`src/rtl/int8_mlp_pkg.sv`:
```
// Shared types and helpers for the int8 MLP datapath.
// Holds operand/product types, the MAC FSM states and the signed-overflow check.
package int8_mlp_pkg;

  localparam int PROD_W = 16;

  typedef logic signed [7:0] int8_t;
  typedef logic signed [PROD_W-1:0] prod_t;

  typedef enum logic {
    ACC  = 1'b0,
    HOLD = 1'b1
  } mac_state_e;

  // Two's complement add overflows when the operands agree
  // in sign and the sum does not; arguments are sign bits.
  function automatic logic sadd_ovf(
    input logic a,
    input logic b,
    input logic sum
  );
    return (a == b) && (sum != a);
  endfunction

endpackage

```
`src/rtl/int8_lane_sum.sv`:
```
// Lane-wise int8 multiply plus reduction, sign-extended to ACC_W.
// Purely combinational; the top registers everything.
module int8_lane_sum
  import int8_mlp_pkg::*;
#(
  parameter int LANES = 4,
  parameter int ACC_W = 32
) (
  input  logic signed [7:0]       x [LANES],
  input  logic signed [7:0]       w [LANES],
  output logic signed [ACC_W-1:0] sum
);

  prod_t prod [LANES];

  // Full 16-bit signed products so -128*-128 stays exact,
  // each widened before the reduction to avoid intermediate wrap.
  always_comb begin
    sum = '0;
    for (int i = 0; i < LANES; i++) begin
      prod[i] = prod_t'(x[i]) * prod_t'(w[i]);
      sum     = sum + ACC_W'(prod[i]);
    end
  end

endmodule

```
`src/rtl/int8_mac_stream.sv`:
```
// Streaming int8 dot-product engine: accumulates beats until last, then holds one result.
// Optional INT8_MAC_BIAS_EN adds a bias port that preloads the accumulator.
module int8_mac_stream
  import int8_mlp_pkg::*;
#(
  parameter int LANES = 4,
  parameter int ACC_W = 32
) (
  input  logic                    clk,
  input  logic                    rst,
  input  logic                    in_valid,
  output logic                    in_ready,
  input  logic signed [7:0]       in_x [LANES],
  input  logic signed [7:0]       in_w [LANES],
  input  logic                    in_last,
  output logic                    out_valid,
  input  logic                    out_ready,
  output logic signed [ACC_W-1:0] out_acc,
  output logic                    out_ovf
`ifdef INT8_MAC_BIAS_EN
  ,
  input  logic signed [ACC_W-1:0] bias
`endif
);

  mac_state_e state;
  mac_state_e state_nxt;

  logic signed [ACC_W-1:0] acc;
  logic signed [ACC_W-1:0] beat_sum;
  logic signed [ACC_W-1:0] acc_sum;
  logic signed [ACC_W-1:0] start_val;
  logic                    ovf_sticky;
  logic                    beat_ovf;
  logic                    fire;

`ifdef INT8_MAC_BIAS_EN
  assign start_val = bias;
`else
  assign start_val = '0;
`endif

  int8_lane_sum #(
    .LANES (LANES),
    .ACC_W (ACC_W)
  ) u_lane_sum (
    .x   (in_x),
    .w   (in_w),
    .sum (beat_sum)
  );

  assign fire     = in_valid && in_ready;
  assign acc_sum  = acc + beat_sum;
  assign beat_ovf = sadd_ovf(acc[ACC_W-1],
                             beat_sum[ACC_W-1],
                             acc_sum[ACC_W-1]);

  assign out_valid = (state == HOLD);

  // State register.
  always_ff @(posedge clk) begin
    if (rst) state <= ACC;
    else     state <= state_nxt;
  end

  // Next state and input handshake; HOLD blocks new beats.
  always_comb begin
    state_nxt = state;
    in_ready  = 1'b0;
    unique case (state)
      ACC: begin
        in_ready = 1'b1;
        if (in_valid && in_last) state_nxt = HOLD;
      end
      HOLD: begin
        if (out_ready) state_nxt = ACC;
      end
      default: state_nxt = ACC;
    endcase
  end

  // Accumulator, sticky overflow and the held result; the
  // accumulator reloads its start value as each result is taken.
  always_ff @(posedge clk) begin
    if (rst) begin
      acc        <= start_val;
      ovf_sticky <= 1'b0;
      out_acc    <= '0;
      out_ovf    <= 1'b0;
    end else if (fire) begin
      if (in_last) begin
        out_acc    <= acc_sum;
        out_ovf    <= ovf_sticky | beat_ovf;
        acc        <= start_val;
        ovf_sticky <= 1'b0;
      end else begin
        acc        <= acc_sum;
        ovf_sticky <= ovf_sticky | beat_ovf;
      end
    end
  end

endmodule

```
`config.mk`:
```
export PLATFORM = sky130hd
export DESIGN_NAME = int8_mac_stream
export DESIGN_NICKNAME = d
export VERILOG_FILES = /design/src/rtl/int8_mlp_pkg.sv /design/src/rtl/int8_lane_sum.sv /design/src/rtl/int8_mac_stream.sv
export SDC_FILE = /design/constraint.sdc
export NUM_CORES = 1
export LEC_CHECK = 0
export ABC_AREA = 1
export CAP_MARGIN = 30
export CORE_MARGIN = 2
export CORE_UTILIZATION = 41
export CTS_CLUSTER_DIAMETER = 200
export DETAILED_ROUTE_END_ITERATION = 10
export MAX_ROUTING_LAYER = met4
export SETUP_SLACK_MARGIN = 0.4
export SYNTH_ARGS = -nofsm -noshare
export SYNTH_HDL_FRONTEND = slang
export SYNTH_HIERARCHICAL = 1
export SYNTH_SLANG_ARGS = --single-unit
```
`constraint.sdc`:
```
create_clock -name clk -period 7.55 [get_ports clk]
set_input_delay 0.755 -clock clk [delete_from_list [all_inputs] [get_ports clk]]
set_output_delay 0.755 -clock clk [all_outputs]
set_load 0.03 [all_outputs]
```
Figure 1. Wiring heat map (run 1).
The die is cut into 20 by 20 equal tiles; white is low, dark blue is high, scaled to the fullest tile. Values are wire area over tile area, all layers added.
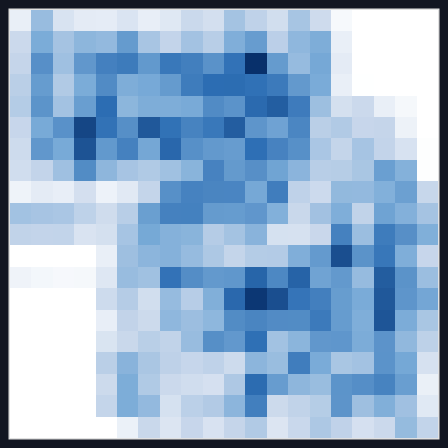
32% of the tiles are over half the peak. The mean over all tiles is 0.19. The emptiest ninth of the die: south-west.

Figure 2. Metal layers overlaid (run 1).
Only two layers are drawn.
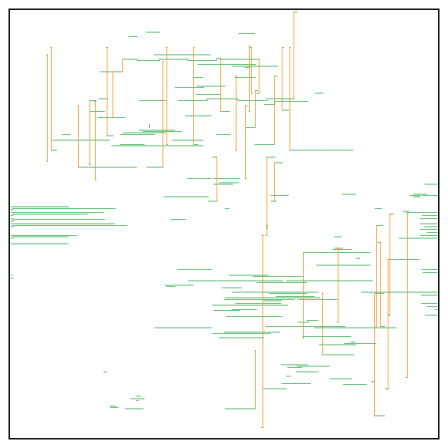
M4: drawn in orange, wire length 1380 um. M3: drawn in green, wire length 2350 um.

Figure 3. Cell placement (run 1).
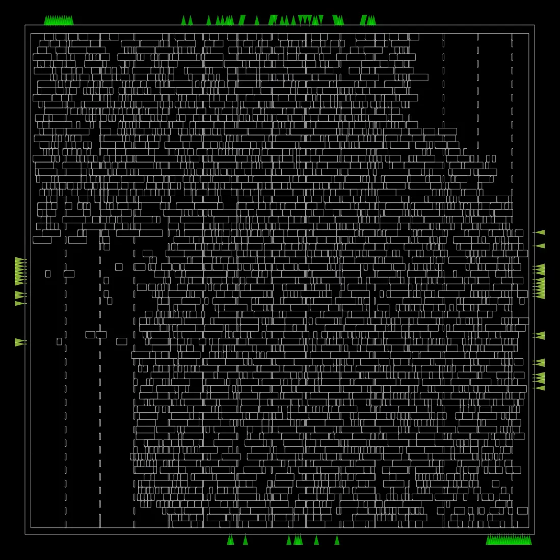
number of non-filler instances in the completed layout: 3070
core region area: 0.0397 mm2
Tapcells: 525
number of flip-flops and latches: 67
sequential fraction of total cell area: 5.79%

==> impl.org, run 1 <==
* Implementation run

** Synth
- Tally of yosys warning messages :: 6
- Yosys stat counts 2200 cells in the synthesized netlist.
- Yosys reports a chip area of 0.0165 mm2.
- Top-count cell post-synth :: inv_1
- Synth Instances :: 2200
- Most frequent cells after synthesis :: 653 x inv_1, 602 x nand2_1, 327 x fa_1
- In this run the cell area of the synthesized design comes to 0.0165 mm2.
- Aoi share :: 3.37%
- Cell accounting for the most synthesized area :: fa_1
- Fraction of the mapped netlist area in simple logic gates :: 20.3%
- Synthesized-area fraction occupied by xor and xnor cells :: 1.42%
- Dominant cells by area after synthesis :: fa_1 40%, inv_1 15%, nand2_1 14%
- The portion of synthesized area spent on multiplexers is 0%.
- Number of synthesized register bits :: 67
- Per the synthesis report, the single largest cell type by area occupies 39.6% of cell area.
- Number of different library cells in the post-synthesis netlist :: 37
- Main combinational cell family by area after synthesis :: adder cells
- Floorplan net count :: 2726
- Post-synthesis average cell area :: 7.50 um2
- Seq share, synth :: 8.12%
- Area fraction in full adders, half adders and majority gates :: 49.5%
- The synthesized design contains 0 enable-type register cells.

** CTS
- Clock tree synthesis inserted a total of 9 buffers.
- According to the CTS report, the clock sink count is 67.
- The longest clock path from root to sink contains 2 buffers.
- Count of cells resized by post-cts repair :: 559
- Per the post-CTS timing run, clock transition at the registers of the reported paths is 0.06 ns.
- Cell chosen for the clock root :: clkbuf_16
- CTS tree :: yes
- Post-CTS timing repair inserted 93 buffers for setup.
- Max H-tree Level :: 3
- Number of hold-repair buffers added at the cts stage :: 0

** Floorplanning
- The vertical die dimension reported for this design is 205 um.
- 104 I/O pins were placed.
- Die Footprint :: 0.0419 mm2
- The floorplan step records an initial core utilization of 41.6%.
- The floorplan has 73 rows.
- The die is 205 um wide.

** Global routing
- After global routing, the most crowded layer is met2.
- Global routing consumed, on the met2 layer, 42.0% of the routing resources.
- Vias in the first global route :: 15800
- Initial antenna violation count :: 3
- Global routing used 3.40% of the available met3 tracks.
- Entering global routing, the biggest net connects 36 pins.
- Recorded from the global router log, the overflow total was 0.
- Global-route wire length before repair :: 80100 um

** Setup path
- The most numerous cell type found on the critical path is fa_1.
- Crit Path Category :: primary input to register
- Reg2reg setup slack :: 5.01 ns
- Worst setup EP type :: register
- Arrival time worst endpoint :: 8.21 ns
- Standard cell with the maximum stage delay on the critical path :: fa_2
- The worst register-to-register path ends at out_acc[22].
- Looking at the reg2reg group, the worst path starts from out_valid.
- Cell depth of the worst flop-to-flop path :: 8
- The data required time reported for the critical path is 7.83 ns.
- Per STA, the startpoint of the critical path is in_x[15].
- Worst path max stage delay :: 0.59 ns
- Following the worst setup path forward leads to its endpoint at acc[29].
- STA classifies the critical path startpoint as a primary input.

** Final layout
- Across the whole layout, multi-input logic makes up 63.4% of the cell area.
- Leading cell type in the layout, fill and taps excluded :: inv_1
- The area growth from synthesis to layout is 40.2%.
- The largest cell class by area is logic gates.
- Number of antenna diodes :: 3
- Layout multi-input combinational cell count :: 1388
- Proportion of layout cells with a drive suffix above 1 :: 37.5%
- Once layout is complete, the utilization of the core stands at 58.3%.
- Number of ordinary inverters in the final layout :: 655
- Buffering overhead :: 15.8%
- Registers take 0.00134 mm2.
- The final layout contains 3064 nets.
- Most numerous logic cells after layout :: 524 x inv_1, 411 x nand2_1, 292 x fa_1
- Repair and plain buffers :: 417
- Of all the cell area in the finished design, the clock network holds 1.37%.
- Comb gate area :: 0.0147 mm2

** Place
- Count of port buffers added during placement :: 103
- The HPWL after detailed placement is 39400 um.
- RePlAce ended its routability-driven mode at a weighted congestion of 0.945.
- Worst-case setup slack after placement :: -1.08 ns

** STA
- For this run, the final setup violation count is recorded as 45.
- The final timing report lists clock skew as 0.00981 ns.
- After layout, the worst setup slack is -0.380 ns.
- Setup repair after global routing could not meet its margin everywhere.
- Per the slew report, the remaining headroom to the max-slew limit stands at 26.6%.
- Final hold analysis gives a worst-case slack of 0.449 ns.
- Total negative setup slack :: -10.74 ns
- Max Clk Rate :: 0.126 GHz
- Slew at the pin with the worst max-slew slack :: 1.10 ns
- Clock period minus final worst setup slack :: 7.93 ns
- Final number of max-transition violations :: 0
- Final hold violation count :: 0
- Final cycle utilization of the critical path :: 105%

** Worst hold path
- In the hold timing report, the worst path depth is 2.
- Worst Hold End :: out_acc[17]
- In this run the most critical hold path is launched from out_acc[17].

** Route
- Number of vias in the routed layout :: 14500
- Total DRC errors in the routed layout :: 0
- Using the TritonRoute via totals, the vias-per-cell ratio works out to 4.73.
- The script logs the mean routed wire length per placed instance as 16.1 um.
- Antenna violation net count after detailed routing :: 0
- Count of TritonRoute iterations in the first routing pass :: 5

** Flow run
- The number of maximum-capacitance violations recorded for the run is 0.
- The tool warning count for the run is 29.

** Run status
- Violated checks :: setup timing
- Result of the run :: finished, violations left
==> run 1: flip-flops by register name (all words and copies together), names as in the netlist <==
name and flops:
acc 32, out_acc 32, out_ovf 1, out_valid 1
ovf_sticky 1
==> run 1: metrics by stage <==
stage,instances,cell area (um2)
after floorplan,2200,17400
after global placement,2939,20000
after detailed placement,2939,20000
after CTS,3048,22300
after global routing,3070,23100
final,3070,23100
==> run 1: worst max-delay path: cells and delay by family <==
kind                       cells  cell delay [ns]
adders and majority gates     10             4.55
and+or+nand+nor               12             1.23
buffers and inverters         13             1.06
AOI/OAI and AO/OA              3             0.56
==> run 1: metal layers <==
| layer | routed length, um | part of all wire (%) |
|---|---|---|
| met1 | 21200 | 43 |
| met5 | 0 | 0 |
| met4 | 1380 | 2.8 |
| met3 | 2350 | 4.7 |
| met2 | 24600 | 50 |
Figure 4. Nets reached from selected ports (run 1).
Scale bar: 50 um.
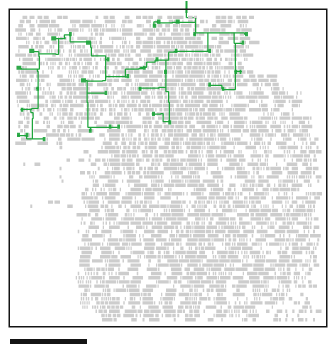

==> run 1 -> run 2 <==
--- a/config.mk
+++ b/config.mk
@@ -12,6 +12,7 @@
 export CTS_CLUSTER_DIAMETER = 200
 export DETAILED_ROUTE_END_ITERATION = 10
 export MAX_ROUTING_LAYER = met4
+export RECOVER_POWER = 50
 export SETUP_SLACK_MARGIN = 0.4
 export SYNTH_ARGS = -nofsm -noshare
 export SYNTH_HDL_FRONTEND = slang
Figure 5. Nets reached from selected ports (run 2).
Scale bar: 50 um.
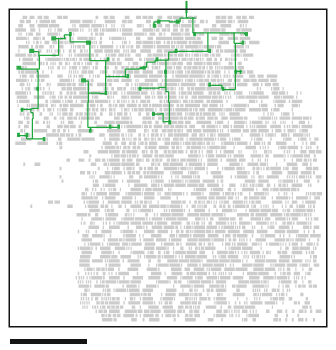
rst: drawn in green, direction input, end cells 35, buffers 2, wire 601 um.

Figure 6. Met2 routing (run 2).
Scale bar: 50 um.
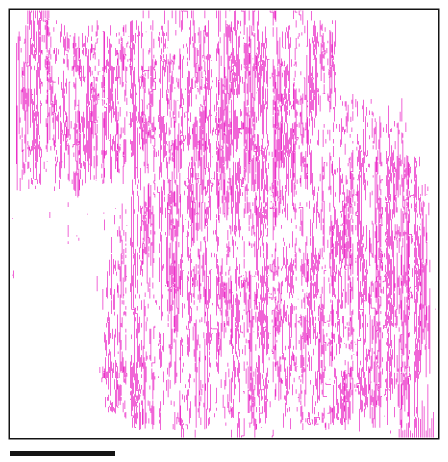
The layer carries 24.6 mm of wire. The longest straight run is 70.4 um.

==> run 2 against run 1 <==
The run still ends with setup timing left. Global-route usage is the same. Area after synthesis did not move. Utilization stayed put. Highest routed layer unchanged. Critical path type unchanged.
==> impl.org, run 2 <==
* Implementation run

** STA
- Tightest slew margin relative to the limit :: 27.0%
- Hold timing on the final database bottoms out at a slack of 0.445 ns.
- At the pin with the least slew margin, the transition time is 1.09 ns.
- The critical path in the final layout is reported with a setup slack of -0.379 ns.
- For reference, the final report shows the hold violation count at 0.
- Per the finish-stage timing summary, setup violations number 45.
- Final number of max-transition violations :: 0
- Max Clk Rate :: 0.126 GHz

** Setup path
- Per STA, the library cell used most along the worst path is fa_1.
- Per the timing report, the most critical flop-to-flop path finishes at out_acc[22].
- Data on the critical path arrives at its endpoint at 8.20 ns.
- The setup path with the least slack is of type primary input to register.
- Required time of the critical path :: 7.82 ns
- Along the critical path, the tally of buffer and inverter instances is 13.
- Cell depth of the worst flop-to-flop path :: 8

** Floorplanning
- Number of top-level design ports :: 104
- Horizontal die dimension :: 205 um
- During tapcell insertion the tool placed 525 well taps.
- Standard-cell row count :: 73
- The floorplan step defined a core boundary enclosing 0.0397 mm2.

** Final layout
- Per the layout area report, the combinational gate area comes to 0.0147 mm2.
- The fraction of cell area in multi-input combinational cells is reported as 63.4%.
- Top cell class by occupied area :: logic gates
- Sequential fraction of total cell area :: 5.79%
- Share of final layout cell area taken by clock buffers and inverters :: 1.37%
- Repair and plain buffers :: 417
- The final report gives the standard cell area, fillers excluded, as 0.0231 mm2.
- Number of flip-flops and latches :: 67

** Synth
- Chip area line of the yosys report :: 0.0165 mm2
- The synthesized design devotes to its leading area cell type 39.6% of total area.
- Most frequent cells after synthesis :: 653 x inv_1, 602 x nand2_1, 327 x fa_1
- Of the total synthesized cell area, the portion taken by full adders, half adders and majority gates is 49.5%.
- Synthesis inferred 67 register bits.
- Summed instance area of the synthesized netlist :: 0.0165 mm2
- Dominant cells by area after synthesis :: fa_1 40%, inv_1 15%, nand2_1 14%
- Looking at the gate-level netlist, the highest instance count belongs to inv_1.
- A synthesized cell averages 7.50 um2.
- The number of different library cells used by synthesis comes to 37.

** CTS
- After clock tree synthesis, the clock-pin slew on the worst setup and hold paths is 0.06 ns.
- Number of hold-repair buffers added at the cts stage :: 0
- TritonCTS created 9 clock buffers.
- Clock tree synthesis found a total of 67 sinks.
- Looking at the clock tree report, the root buffer type is clkbuf_16.
- CTS tree :: yes
- Gates resized during post-CTS repair numbered 559.

** Global routing
- In the global route stage, met3 resource usage came out at 3.40%.
- Per the GRT log, the top usage layer is met2.
- Entering global routing, the biggest net connects 36 pins.

** Run status
- Result of the run :: finished, violations left
- The final reports fail on setup timing.

** Route
- DR WL met2 :: 24600 um
- Post-route met1 wirelength :: 21200 um
- Total DRC errors in the routed layout :: 0
- After detailed routing, the met3 layer carries 2340 um of wire.

** Place
- Post-detail-place hpwl :: 39400 um
- Worst-case setup slack after placement :: -1.08 ns

** Flow run
- MaxCap Viol Count :: 0

** Worst hold path
- Hold analysis shows the worst path with a depth of 2.
## run 2: netlist changes by cell type in the layout (fill, tap and decap cells not counted)
cell             change
clkdlybuf4s50_1     -26
dlygate4sd3_1       +26
## run 2: per-stage QoR
| step | instances | util, % |
|---|---|---|
| floorplan | 2200 | - |
| global placement | 2939 | 50.2 |
| detailed placement | 2939 | 50.2 |
| CTS | 3048 | 56.2 |
| global route | 3070 | 58.3 |
| finish | 3070 | 58.3 |
## run 2: kinds of logic after synthesis
| logic type | Yosys count |
|---|---|
| simple gates | 811 |
| buf+inv | 746 |
| fa+ha+maj | 457 |
| compound gates | 93 |
| flops | 67 |
| xor+xnor | 26 |
## run 2: tightest hold or removal path, stage by stage, from the launching register on
cell and delay [ns]:
dfxtp_1 0.32, nand2_1 0.05, nand2_1 0.04
Figure 7. Wiring heat map (run 2).
The die is cut into 20 by 20 equal tiles; white is low, dark blue is high, scaled to the fullest tile. Values are wire area over tile area, all layers added.
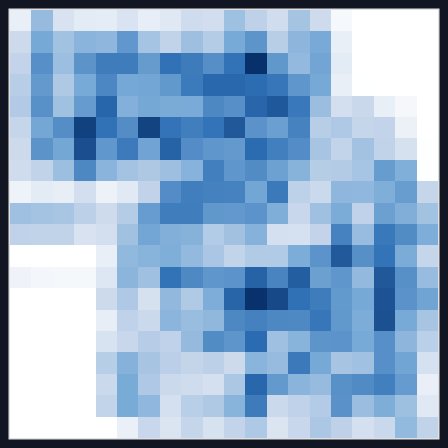

==> run 2 -> run 3 <==
--- a/config.mk
+++ b/config.mk
@@ -7,6 +7,7 @@
 export LEC_CHECK = 0
 export ABC_AREA = 1
 export CAP_MARGIN = 30
+export CORE_ASPECT_RATIO = 1.75
 export CORE_MARGIN = 2
 export CORE_UTILIZATION = 41
 export CTS_CLUSTER_DIAMETER = 200
Figure 8. Wiring heat map (run 3).
The die is cut into 16 by 27 equal tiles; white is low, dark blue is high, scaled to the fullest tile. Values are wire area over tile area, all layers added.
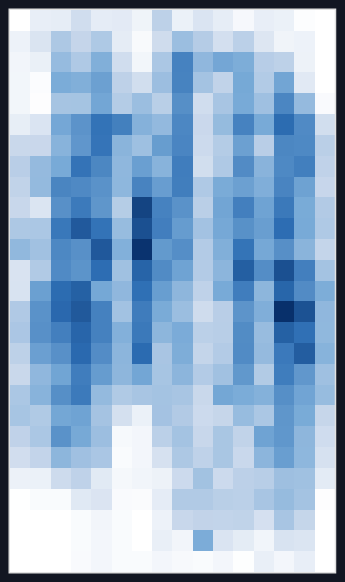
The fullest tile reaches 0.53. 31% of the tiles are over half the peak. 5.8% of the tiles are nearly empty.

Figure 9. Met2 routing (run 3).
Scale bar: 50 um.
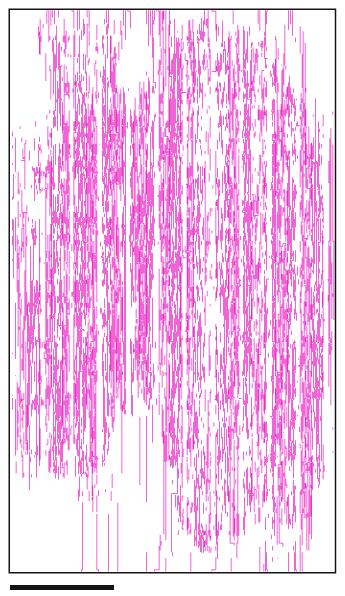
The wires run mostly vertical. The longest straight run is 133 um. The layer holds 60% of the routed length.

==> run 3 against run 2 <==
The run still ends with setup timing left. Clock skew shrank 0.0013 ns. Final area grew 1.1%. Sequential share of layout area shrank 0.062 points. Register-to-register slack gained 0.10 ns. Largest cell class unchanged.
==> impl.org, run 3 <==
* Implementation run

** Synth
- Summing every instance area after synthesis gives 0.0165 mm2.
- Dominant cells by area after synthesis :: fa_1 40%, inv_1 15%, nand2_1 14%
- Top-count cell post-synth :: inv_1
- Synth Instances :: 2200
- Seq share, synth :: 8.12%
- Chip area line of the yosys report :: 0.0165 mm2
- Yosys cell count :: 2200
- Aoi share :: 3.37%
- After synthesis the netlist holds a flip-flop and latch count of 67.
- In this run, distinct cell masters in the synthesized netlist total 37.
- Synthesized-area fraction occupied by xor and xnor cells :: 1.42%
- Fraction of the mapped netlist area in simple logic gates :: 20.3%
- Of the post-synthesis cell area, the dominant cell type holds 39.6%.
- Synthesis produced a netlist with a net count of 2726.
- In this run the mean area of a mapped cell was 7.50 um2.

** CTS
- Num Clock Sinks :: 67
- Hold repair after CTS inserted 0 buffers.
- In the CTS report, the clock slew at the register clock pins of the worst setup and hold paths is listed as 0.06 ns.
- CTS tree :: yes
- Cell chosen for the clock root :: clkbuf_16
- Count of cells resized by post-cts repair :: 591
- In this run, CTS created clock tree buffers numbering 9.
- Per the CTS log, the maximum H-tree level is 3.
- Post-CTS repair timing setup buffer count :: 74

** Route
- In this run the remaining antenna-violating nets after routing total 0.
- Avg WL per Cell :: 17.0 um
- Per the detail_route report, DRC violations left total 0.
- According to the report, the first pass of detailed routing completed in 8 iterations.
- After detailed routing, the number of vias per cell comes to 4.80.
- The routed layout has 14600 vias.

** Flow run
- Number of warnings the tools reported :: 29
- Max-cap violations in this run came to 0.

** STA
- The pin closest to its max-slew limit shows a slew of 1.07 ns.
- Total negative setup slack :: -11.23 ns
- The final max-slew violation count recorded for this run is 0.
- The worst-case max-slew headroom was logged as 28.3%.
- Endpoints with negative setup slack in the final report add up to 45.
- Max Clk Rate :: 0.126 GHz
- Setup repair after global routing could not meet its margin everywhere.
- Setup slack on the critical path of the routed design comes to -0.374 ns.
- The final timing report lists a hold violation count of 0.
- Clk_skew :: 0.00840 ns
- Final cycle utilization of the critical path :: 105%

** Run status
- Violated checks :: setup timing
- Result of the run :: finished, violations left

** Place
- Summing all placed instances gives a cell area of 0.0200 mm2.
- Once placement completed, the tool counted placed cells totaling 2916.
- The buffer_ports step reported a buffer count of 103.

** Setup path
- Standard cell with the maximum stage delay on the critical path :: fa_1
- Reg-to-reg endpoint :: acc[23]
- Required time of the critical path :: 7.84 ns
- The worst setup path is captured at a register.
- Per the post-run analysis, buffers plus inverters along the critical path come to 10.
- Arrival time worst endpoint :: 8.21 ns
- For reference, the most critical setup path is categorized as primary input to register.
- In this run the critical register-to-register path is launched from out_valid.

** Global routing
- Sum of overflow across all layers after global routing :: 0
- Initial antenna violation count :: 0
- The first global-routing pass estimated 82300 um of wire.
- The number of global-route vias before repair was 16700.
- Maximum number of pins on one net before global-route repair :: 36

** Floorplanning
- Core region area :: 0.0399 mm2
- Standard-cell row count :: 97
- In this run the full chip footprint comes out at 0.0420 mm2.
- Horizontal die dimension :: 156 um
- DIE HEIGHT :: 269 um
- Pin placement for this block handled 104 I/O pins.

** Final layout
- For this run, the script counts the antenna cells in the layout as 0.
- Leaving out filler cells and counting taps, the final layout contains 3034.
- The finished cells cover 0.0234 mm2.
- Leaving out fill and tap cells, the most frequent cell in the layout is inv_1.
- Summing all multi-input logic gate instances after layout gives 0.0149 mm2.
- In the final design database the tool counted 3060 nets.
- Layout overhead on the synthesized area :: 41.7%

** Worst hold path
- Worst hold path stage count :: 2
run 3: cell counts after synthesis:
Identical to the previous run, type by type.
run 3: layout make-up:
type	count	area share, %
Tap cell	495	2.65
Sequential cell	67	5.73
Timing Repair Buffer	413	15.9
Inverter	655	10.7
Clock inverter	6	0.380
Multi-Input combinational cell	1388	63.6
Clock buffer	10	1.02
run 3: metal layers:
layer	part of all wire, %	global-route usage [%]
met3	2.0	1.85
met2	60	52.8
met5	0	-
met4	8.5	17.2
met1	30	21.9
run 3: how the worst max path moves through the flow:
stage               startpoint    endpoint  slack, ns
floorplan             in_x[22]  ovf_sticky       0.07
CTS                   in_x[31]     acc[23]      -0.36
detailed placement    in_x[15]     acc[13]      -1.36
global route          in_x[15]     out_ovf      -0.64
global placement       in_w[9]     acc[13]      -1.37
finish                in_x[19]     acc[13]      -0.37
